$ cat src/rtl/serial_add_pkg.sv
// serial_add_pkg: shared state encoding, default geometry and sizing helpers for serial_add_seq
package serial_add_pkg;
  typedef enum logic [1:0] {S_IDLE = 2'd0, S_RUN = 2'd1, S_DONE = 2'd2} state_t;
  localparam int WIDTH_DEF = 8;
  localparam int SLICE_DEF = 2;
  function automatic int nslices(input int w, input int s);
    return w / s;
  endfunction
  function automatic int cnt_w(input int w, input int s);
    return (w / s) > 1 ? $clog2(w / s) : 1;
  endfunction
endpackage

$ cat src/rtl/add_slice.sv
// add_slice: combinational SLICE-bit adder with carry in/out
module add_slice #(
  parameter int SLICE = 2
) (
  input  logic [SLICE-1:0] lhs,
  input  logic [SLICE-1:0] rhs,
  input  logic             cin,
  output logic [SLICE-1:0] sum,
  output logic             cout
);
  assign {cout, sum} = {1'b0, lhs} + {1'b0, rhs} + {{SLICE{1'b0}}, cin};
endmodule

$ cat src/rtl/serial_add_seq.sv
// serial_add_seq: adds two WIDTH-bit operands SLICE bits per cycle, LSB first; SERIAL_ADD_OVF_EN adds io_out_ovf
module serial_add_seq
  import serial_add_pkg::*;
#(
  parameter int WIDTH = WIDTH_DEF,
  parameter int SLICE = SLICE_DEF
) (
  input  logic             clk,
  input  logic             reset,
  input  logic             io_in_valid,
  output logic             io_in_ready,
  input  logic [WIDTH-1:0] io_in_lhs,
  input  logic [WIDTH-1:0] io_in_rhs,
  input  logic             io_in_cin,
  output logic             io_out_valid,
  input  logic             io_out_ready,
  output logic [WIDTH-1:0] io_out_sum,
`ifdef SERIAL_ADD_OVF_EN
  output logic             io_out_ovf,
`endif
  output logic             io_out_cout
);
  localparam int NS = nslices(WIDTH, SLICE);
  localparam int CW = cnt_w(WIDTH, SLICE);
  if (SLICE < 1 || WIDTH % SLICE != 0) begin : g_chk
    $error("WIDTH must be a positive multiple of SLICE");
  end
  state_t           state, state_nxt;
  logic [CW-1:0]    cnt;
  logic [WIDTH-1:0] lhs_sh, rhs_sh, sum_sh;
  logic             carry, accept, last, s_cout;
  logic [SLICE-1:0] s_sum;
  add_slice #(.SLICE(SLICE)) u_slice (
    .lhs  (lhs_sh[SLICE-1:0]),
    .rhs  (rhs_sh[SLICE-1:0]),
    .cin  (carry),
    .sum  (s_sum),
    .cout (s_cout)
  );
  assign io_in_ready  = state == S_IDLE || (state == S_DONE && io_out_ready);
  assign accept       = io_in_valid && io_in_ready;
  assign last         = cnt == CW'(NS - 1);
  assign io_out_valid = state == S_DONE;
  assign io_out_sum   = sum_sh;
  assign io_out_cout  = carry;
  // accept wins over DONE->IDLE so a waiting producer starts without a bubble
  always_comb begin
    state_nxt = accept ? S_RUN :
                (state == S_RUN && last) ? S_DONE :
                (state == S_DONE && io_out_ready) ? S_IDLE : state;
  end
  always_ff @(posedge clk) begin
    if (reset) begin
      state  <= S_IDLE;
      cnt    <= '0;
      carry  <= 1'b0;
      lhs_sh <= '0;
      rhs_sh <= '0;
      sum_sh <= '0;
    end else begin
      state <= state_nxt;
      if (accept) begin
        lhs_sh <= io_in_lhs;
        rhs_sh <= io_in_rhs;
        carry  <= io_in_cin;
        cnt    <= '0;
      end else if (state == S_RUN) begin
        lhs_sh <= lhs_sh >> SLICE;
        rhs_sh <= rhs_sh >> SLICE;
        sum_sh <= WIDTH'({s_sum, sum_sh} >> SLICE);
        carry  <= s_cout;
        cnt    <= cnt + CW'(1);
      end
    end
  end
`ifdef SERIAL_ADD_OVF_EN
  logic lhs_msb, rhs_msb;
  always_ff @(posedge clk) begin
    if (reset) begin
      lhs_msb <= 1'b0;
      rhs_msb <= 1'b0;
    end else if (accept) begin
      lhs_msb <= io_in_lhs[WIDTH-1];
      rhs_msb <= io_in_rhs[WIDTH-1];
    end
  end
  assign io_out_ovf = io_out_valid && lhs_msb == rhs_msb && sum_sh[WIDTH-1] != lhs_msb;
`endif
endmodule

$ cat config.mk
export PLATFORM = sky130hd
export DESIGN_NAME = serial_add_seq
export DESIGN_NICKNAME = d
export VERILOG_FILES = /design/src/rtl/serial_add_pkg.sv /design/src/rtl/add_slice.sv /design/src/rtl/serial_add_seq.sv
export SDC_FILE = /design/constraint.sdc
export NUM_CORES = 1
export LEC_CHECK = 0
export ABC_CLOCK_PERIOD_IN_PS = 1940
export CORE_MARGIN = 1.5
export CORE_UTILIZATION = 40
export CTS_BUF_LIST = sky130_fd_sc_hd__clkbuf_16
export DETAILED_ROUTE_END_ITERATION = 8
export PLACE_DENSITY = 0.66
export SLEW_MARGIN = 20
export SYNTH_ARGS = -nofsm -noshare
export SYNTH_HDL_FRONTEND = slang
export SYNTH_SLANG_ARGS = --single-unit
$ cat constraint.sdc
create_clock -name clk -period 1.94 [get_ports clk]
set_clock_uncertainty 0.2 [all_clocks]
set_input_delay 0.194 -clock clk [delete_from_list [all_inputs] [get_ports clk]]
set_output_delay 0.194 -clock clk [all_outputs]
set_load 0.01 [all_outputs]
**Cell density map**

The die is cut into 6 by 6 equal tiles; dark blue is low, red is high, 0 to 100% covered.
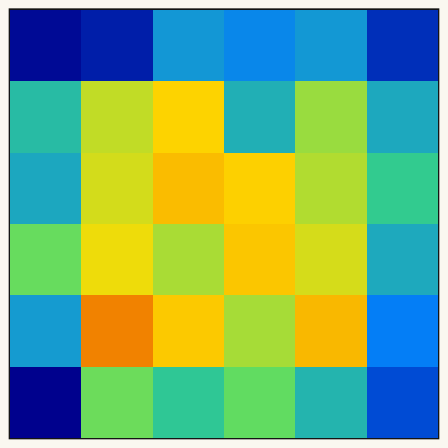
The fullest tile reaches 85%. 19% of the tiles are over 75% full. The mean over all tiles is 49%.

**Routing congestion map**

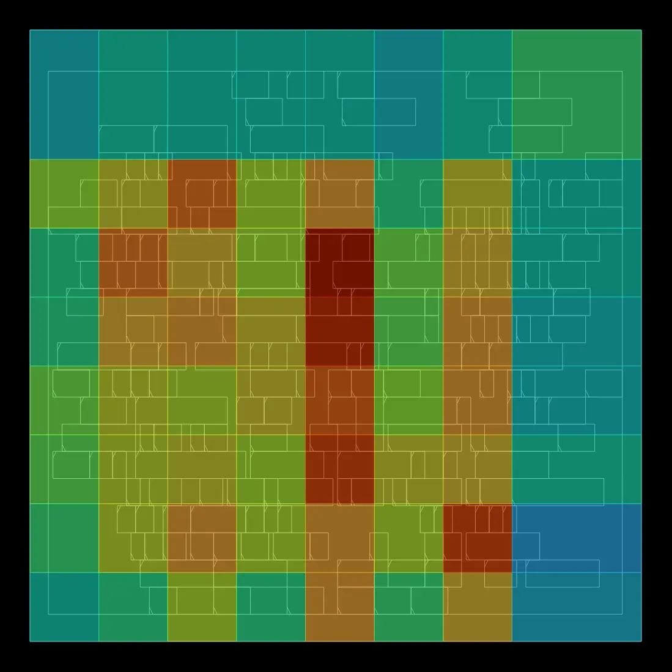
fraction of met3 tracks used by global routing: 7.563%
overall routing resource usage: 19.52%

**Clock wires, drivers and flops**

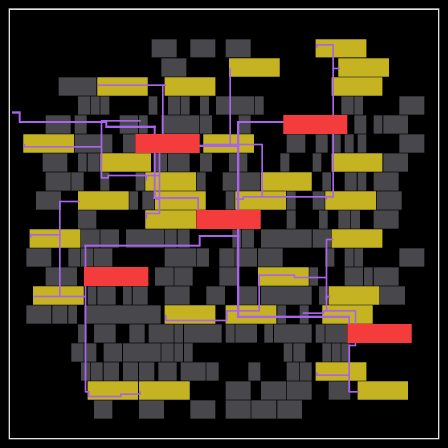
Yellow marks flip-flops, count 29. Red marks clock-net drivers, count 5. Purple marks clock wires, length 408 um.
Position of the flops: spread over the die.

==> reports/highlights.md <==
Job
* **total tool warning count** 26
* **Max Cap Viol** 0

STA
* **Slew Limit Headroom** 71.80%
* **RSZ-0062 raised after global routing** false
* **fin crit share** 91.57%
* **final total negative setup slack** 0 ps
* **Least-Margin Pin Slew** 421.7 ps
* **Fin Hold WS** 250.6 ps
* **Min Clock Period, post-route** 1777 ps
* **Max Fclk** 562.9 MHz
* **Final Hold Fails** 0
* **worst setup slack after layout** 163.5 ps
* **Final setup violation count** 0
* **final slew viol count** 0

Logic synthesis
* **cell count listed in synth_stat.txt** 155
* **share of the yosys chip area belonging to registers** 42.76%
* **syn nets** 179
* **number of warnings printed during yosys synthesis** 0
* **register bit total from synthesis** 29
* **distinct lib cells** 24
* **post-synthesis area per instance** 8.758 um2
* **chip area from the yosys synthesis statistics** 1358 um2
* **Syn Inst Count** 155
* **Mapped Area** 1358 um2

Worst setup path
* **nature of the critical path endpoint** output port
* **Crit Path Category** reg2out
* **startpoint type of the worst setup path** flip-flop
* **highest fanout seen on the critical path** 7
* **data arrival time at the worst-slack endpoint** 1380 ps
* **required time of the critical path** 1550 ps

Route
* **number of remaining DRC errors** 0
* **Via Count** 1224
* **Initial DRT Pass Iterations** 4
* **Avg Vias per Cell** 5.165
* **violation count after the first detailed-route iteration** 49
* **sum of routed wire length over all layers** 3.141 mm
* **Antenna Nets Post-Route** 0
* **drt wl/cell** 13.25 um

CTS
* **hold-fix buffers at CTS** 0
* **number of CTS-inserted buffers** 5
* **Longest Clk Path Bufs** 2
* **root cell of the clock tree** sky130_fd_sc_hd__clkbuf_16
* **clk latency late pin** 270 ps
* **buffer count from post-CTS setup fixing** 0
* **clock transition time at the flip-flop clock pins of the worst setup and hold paths** 50 ps
* **number of H-tree levels** 2
* **TritonCTS clock tree** built
* **number of clock sinks seen by CTS** 29
* **cell resize tally after clock tree synthesis** 0

Cells and area
* **commonest cells after routing, fill and taps aside** sky130_fd_sc_hd__nand2_1, sky130_fd_sc_hd__clkdlybuf4s50_1, sky130_fd_sc_hd__dfxtp_1
* **most common cell after layout, fill and taps aside** sky130_fd_sc_hd__nand2_1
* **final net count** 216
* **post-synthesis to final-layout area growth** 39.26%
* **fraction of layout instances using a drive strength above 1** 14.51%
* **# diodes** 0
* **number of standard cells in the final layout excluding fillers** 237

Outcome
* **result of the run** complete, no violations

Global routing
* **met2 routing resource usage after global routing** 33.89%
* **total grt overflow** 0
* **global-route wire length before repair** 5.285 mm
* **met1 track demand over resource in global routing** 22.24%
* **number of global-route vias before repair** 1243
* **maximum number of pins on one net before global-route repair** 18
* **antenna violations before repair** 0
* **busiest grt layer** met2

Floorplanning
* **number of rows in the core area** 20
* **FP Core Util** 43.40%
* **Die X** 61.26 um
* **die outline area** 3752 um2
* **number of I/O pins** 32
* **area inside the core boundary** 3128 um2
* **die y size** 61.26 um

Power and ir drop
* **pwr dens** 929.7 nW/um2
* **standby leakage power** 0.6729 nW
* **largest voltage drop on the vdd net** 0.6169 mV

Place
* **buffers added on ports** 31
* **Placed Instances** 229
* **post-placement setup slack** 135.1 ps
* **HPWL Detailed** 2.199 mm
* **Routability Congestion** 0.7954

Worst hold path
* **Hold WC Path Type** reg2reg

-- per-layer routing --
| metal | wire, um | share of wire [%] |
|---|---|---|
| met1 | 1406 | 45 |
| met2 | 1519 | 48 |
| met3 | 176 | 5.6 |
| met4 | 38 | 1.2 |
| met5 | 0 | 0 |
-- critical path: stages (launching register included) --
cell and delay, ps:
sky130_fd_sc_hd__dfxtp_1 410, sky130_fd_sc_hd__nor2b_1 160, sky130_fd_sc_hd__clkdlybuf4s50_1 540
-- synth_stat cells --
master	number	share of area, %
sky130_fd_sc_hd__a211oi_1	2	1.1
sky130_fd_sc_hd__a21oi_1	12	4.4
sky130_fd_sc_hd__a22o_1	1	0.65
sky130_fd_sc_hd__a311oi_1	3	1.9
sky130_fd_sc_hd__a311oi_2	9	10
sky130_fd_sc_hd__buf_2	4	1.5
sky130_fd_sc_hd__buf_4	5	2.8
sky130_fd_sc_hd__buf_6	2	1.7
sky130_fd_sc_hd__clkbuf_1	2	0.55
sky130_fd_sc_hd__dfxtp_1	29	43
sky130_fd_sc_hd__fa_1	2	2.9
sky130_fd_sc_hd__ha_1	1	0.92
sky130_fd_sc_hd__inv_1	6	1.7
sky130_fd_sc_hd__mux2i_1	2	1.5
sky130_fd_sc_hd__nand2_1	37	10
sky130_fd_sc_hd__nand2b_1	3	1.4
sky130_fd_sc_hd__nand3_1	4	1.5
sky130_fd_sc_hd__nor2_1	5	1.4
sky130_fd_sc_hd__nor2b_1	4	1.8
sky130_fd_sc_hd__nor2b_2	1	0.65
sky130_fd_sc_hd__nor3_1	15	5.5
sky130_fd_sc_hd__o211ai_1	4	2.2
sky130_fd_sc_hd__o21ai_0	1	0.37
sky130_fd_sc_hd__xnor2_1	1	0.65
-- stage by stage --
step                      instance area [um2]  utilization (%)  total power (W)
final                                    1891            60.44         0.001758
after detailed placement                 1725            55.16        0.0009160
after global placement                   1725            55.16        0.0009094
after CTS                                1888            60.36         0.001770
after global routing                     1891            60.44         0.001834
after floorplan                          1358                -        0.0008161
-- cell type report --
cell class	instances	area (um2)
Clock buffer	5	125.1
Clock inverter	3	37.54
Fill cell	280	1237
Inverter	6	22.52
Multi-Input combinational cell	107	666.9
Sequential cell	29	580.6
Tap cell	44	55.05
Timing Repair Buffer	43	402.9
-- report_power, final --
group	leakage [nW]	switching (W)	internal [W]
Clock	0.0826	0.000259	0.000595
Sequential	0.238	0.0000233	0.000636
Combinational	0.352	0.000119	0.000126
-- path summary, 6_finish.rpt --
kind	from	end	slack, ps	cells past startpoint
setup / recovery	state[1]	io_out_valid	160	2
setup reg to reg	io_out_cout	io_out_sum[7]	190	4
hold reg to reg	io_out_sum[1]	io_out_sum[1]	250	2
hold / removal	io_out_sum[1]	io_out_sum[1]	250	2
-- registers in the layout (all words and copies together) (netlist names) --
register / flops
lhs_sh: 8
cnt: 2
io_out_sum: 8
state: 2
rhs_sh: 8
io_out_cout: 1
-- kinds of logic after synthesis --
logic type / synth area share, %
compound gates: 20.65
xor+xnor: 0.6453
mux: 1.475
flops: 42.77
fa+ha+maj: 3.871
buf+inv: 8.111
simple gates: 22.49
Power is estimated from default activity; no workload was simulated.
